Fig. 1: PDN straps and rails
Pins as bars on the die edge. Tap cells in grey.
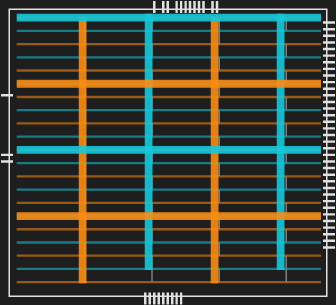
Fig. 2: placement by cell class
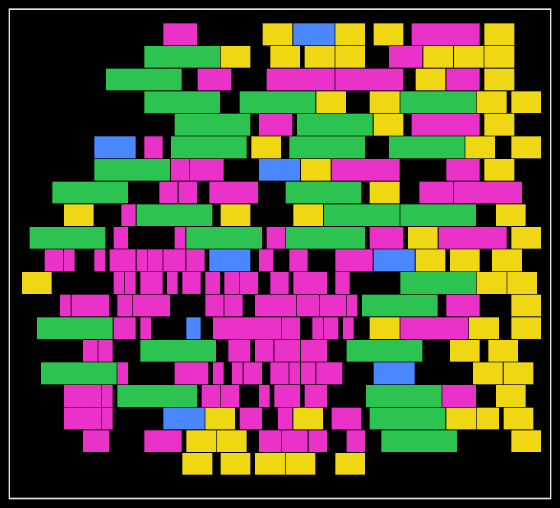
Fig. 3: clock network drawn from the DEF
Bar = 20 um.
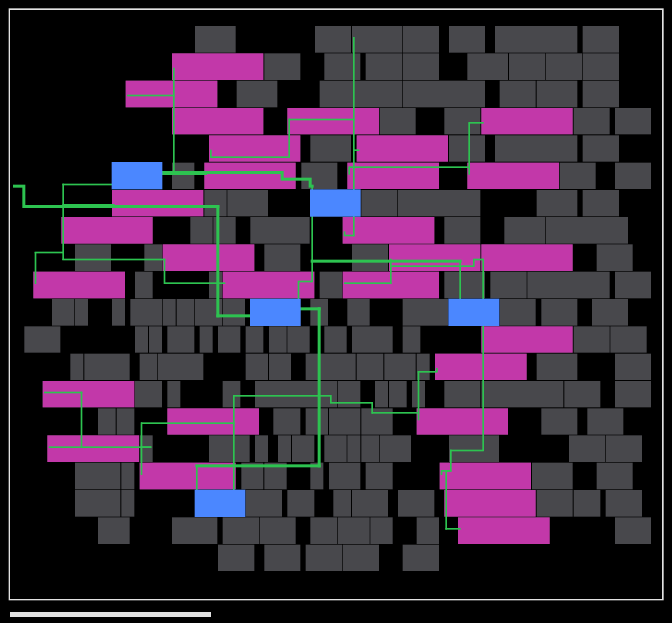
Fig. 4: routed metal, one colour a layer
Bar = 20 um.
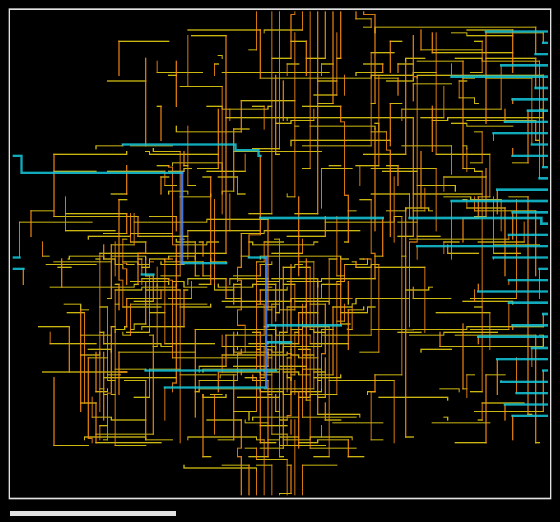
Fig. 5: routing congestion
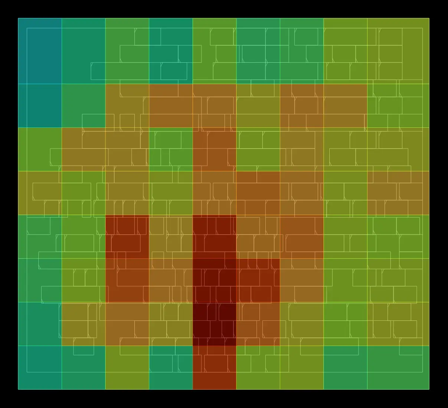
==> config.mk <==
export PLATFORM = sky130hd
export DESIGN_NAME = multi_fifo_rr_drain_flat
export DESIGN_NICKNAME = d
export VERILOG_FILES = /design/src/rtl/multi_fifo_rr_drain_if.sv /design/src/rtl/multi_fifo_rr_drain.sv /design/src/flat_wrapper.sv
export SDC_FILE = /design/constraint.sdc
export NUM_CORES = 1
export LEC_CHECK = 0
export CORE_ASPECT_RATIO = 0.9
export CORE_MARGIN = 1
export CORE_UTILIZATION = 45
export CTS_BUF_LIST = sky130_fd_sc_hd__clkbuf_2 sky130_fd_sc_hd__clkbuf_4 sky130_fd_sc_hd__clkbuf_8
export CTS_CLUSTER_DIAMETER = 60
export DETAILED_ROUTE_END_ITERATION = 7
export PLACE_DENSITY = 0.81
export SLEW_MARGIN = 20
export SYNTH_ARGS = -nofsm -noshare
export SYNTH_HDL_FRONTEND = slang
export SYNTH_SLANG_ARGS = --single-unit
==> constraint.sdc <==
create_clock -name clk -period 3.97 [get_ports clk]
set_input_delay 0.397 -clock clk [delete_from_list [all_inputs] [get_ports clk]]
set_output_delay 0.397 -clock clk [all_outputs]
set_load 0.05 [all_outputs]
==> run_summary.xml <==
<?xml version="1.0" encoding="UTF-8"?>
<metrics>
  <group name="critical_path">
    <metric name="critPathLaunchType" unit="">register</metric>
    <metric name="endpoint_kind" unit="">output pin</metric>
    <metric name="crit_family" unit="">buffers and inverters</metric>
    <metric name="cp_max_fo" unit="">5</metric>
    <metric name="setup.worst_path.class" unit="">register to output pin</metric>
    <metric name="crit_slowest_cell" unit="">sky130_fd_sc_hd__clkdlybuf4s50_1</metric>
    <metric name="worstPathArrival" unit="ns">1.93</metric>
    <metric name="cp_num_buf_inv" unit="">3</metric>
    <metric name="r2r_cells" unit="">5</metric>
  </group>
  <group name="logic_synthesis">
    <metric name="muxShareOfSynthArea" unit="%">21.0</metric>
    <metric name="yosys_warnings" unit="">0</metric>
    <metric name="synth.logic.top_family" unit="">multiplexers</metric>
    <metric name="number_of_flip_flops_and_latches_in_the_synthesized_netlist" unit="">29</metric>
    <metric name="post-synth-top-area-cell" unit="">sky130_fd_sc_hd__dfrtp_1</metric>
    <metric name="flop_cell" unit="">sky130_fd_sc_hd__dfrtp_1</metric>
    <metric name="synthesis.area" unit="um^2">1610</metric>
  </group>
  <group name="cts">
    <metric name="clk_pin_slew_worst_paths" unit="ns">0.06</metric>
    <metric name="clock_sinks" unit="">29</metric>
    <metric name="post_cts_resize_count" unit="">0</metric>
    <metric name="post-cts-setup-buffers" unit="">0</metric>
    <metric name="hold_buffers" unit="">0</metric>
  </group>
  <group name="layout">
    <metric name="area_growth_syn_to_layout" unit="%">45.3</metric>
    <metric name="mostFrequentLayoutCell" unit="">sky130_fd_sc_hd__clkdlybuf4s50_1</metric>
    <metric name="layout.buffer.nonclock.area_share" unit="%">25.2</metric>
    <metric name="combAreaFraction" unit="%">36.1</metric>
    <metric name="layout_multi_input_combinational_cell_count" unit="">95</metric>
    <metric name="clockNetworkAreaShare" unit="%">4.34</metric>
    <metric name="mostFrequentLayoutCells" unit="">sky130_fd_sc_hd__clkdlybuf4s50_1, sky130_fd_sc_hd__dfrtp_1, sky130_fd_sc_hd__mux2_2</metric>
    <metric name="sequential_cell_area" unit="um^2">728</metric>
    <metric name="clkbuf_count" unit="">7</metric>
    <metric name="seq_cell_count" unit="">29</metric>
  </group>
  <group name="final_timing">
    <metric name="timing.final.setup_violations" unit="">0</metric>
    <metric name="hold_viol" unit="">0</metric>
    <metric name="timing_worst_slew_pin_value" unit="ns">0.695</metric>
  </group>
  <group name="routing">
    <metric name="number_of_vias_in_the_routed_layout" unit="">1325</metric>
    <metric name="number_of_vias_per_cell" unit="">5.52</metric>
    <metric name="met3RoutedLength" unit="um">279</metric>
  </group>
  <group name="global_route">
    <metric name="grt_start_max_net_pins" unit="">30</metric>
    <metric name="grt_pass1_wl" unit="mm">6.16</metric>
  </group>
  <group name="run">
    <metric name="drv.max_cap_violation_count" unit="">0</metric>
  </group>
  <group name="power_and_ir_drop">
    <metric name="power_per_cell_area" unit="nW/um^2">712</metric>
    <metric name="leakage" unit="nW">0.949</metric>
    <metric name="power_report.internal_total" unit="mW">0.944</metric>
  </group>
  <group name="die">
    <metric name="design.die.area" unit="um^2">3810</metric>
  </group>
  <group name="run_status">
    <metric name="result_of_the_run" unit="">complete, no violations</metric>
  </group>
</metrics>
-- Fig. 1 (at the start) --
VDD -> cyan
VSS -> orange
tap cells = 44
signal pins = 59
worst-case vdd ir drop: 0.378 mV
height of the die: 58.7 um
x dimension of the die: 65.0 um
placeable core area: 3400 um^2

-- Fig. 2 (at the start) --
other buffers and delay cells -> yellow  # cells 59
flops -> green  # cells 29
combinational and other logic -> magenta  # cells 100
clock drivers and dummy loads -> blue  # cells 8
post-layout util: 68.6%
final design area excluding fillers: 2330 um^2
fraction of area in registers: 31.2%
Row Count: 20

-- Fig. 3 (at the start) --
flip-flops -> magenta  # count 29
clock drivers -> blue  # count 5
clock wires -> green  # length 379 um
routed clock nets = 6
clk_skew: 0.00382 ns
clk ins delay skew pair: 0.28 ns
share of power burned in the clock network: 16.0%
power in the clock group: 0.265 mW

-- Fig. 4 (at the start) --
metal 2 -> orange  # wire length 1860 um
metal 4 -> blue  # wire length 26.5 um
metal 3 -> cyan  # wire length 280 um
metal 1 -> yellow  # wire length 1660 um
GRT Resource Usage Total: 22.1%
final routed wirelength across all metal layers: 3.83 mm
Routed wire per std cell: 16.0 um

-- Fig. 5 (at the start) --
GRT Max-Usage Layer: met2
met2 Resource Use GR: 37.5%

stage by stage:
| step | total power, mW | hold slack, ns | instances | util [%] |
|---|---|---|---|---|
| detailed placement | 1.41 | 0.490 | 232 | 65.6 |
| floorplan | 1.12 | 0.101 | 133 | - |
| global route | 1.76 | 0.518 | 240 | 68.6 |
| global placement | 1.37 | 0.488 | 232 | 65.6 |
| CTS | 1.67 | 0.505 | 240 | 68.6 |
| finish | 1.66 | 0.504 | 240 | 68.6 |
cell families (layout without fill, tap and decap cells):
| logic type | Yosys count | in the layout |
|---|---|---|
| flops | 29 | 29 |
| mux | 21 | 21 |
| buf+inv | 9 | 72 |
| xor+xnor | 1 | 1 |
| fa+ha+maj | 5 | 5 |
| compound gates | 25 | 25 |
| simple gates | 43 | 43 |
No activity file was given, so power comes from the tool's default toggle rates.
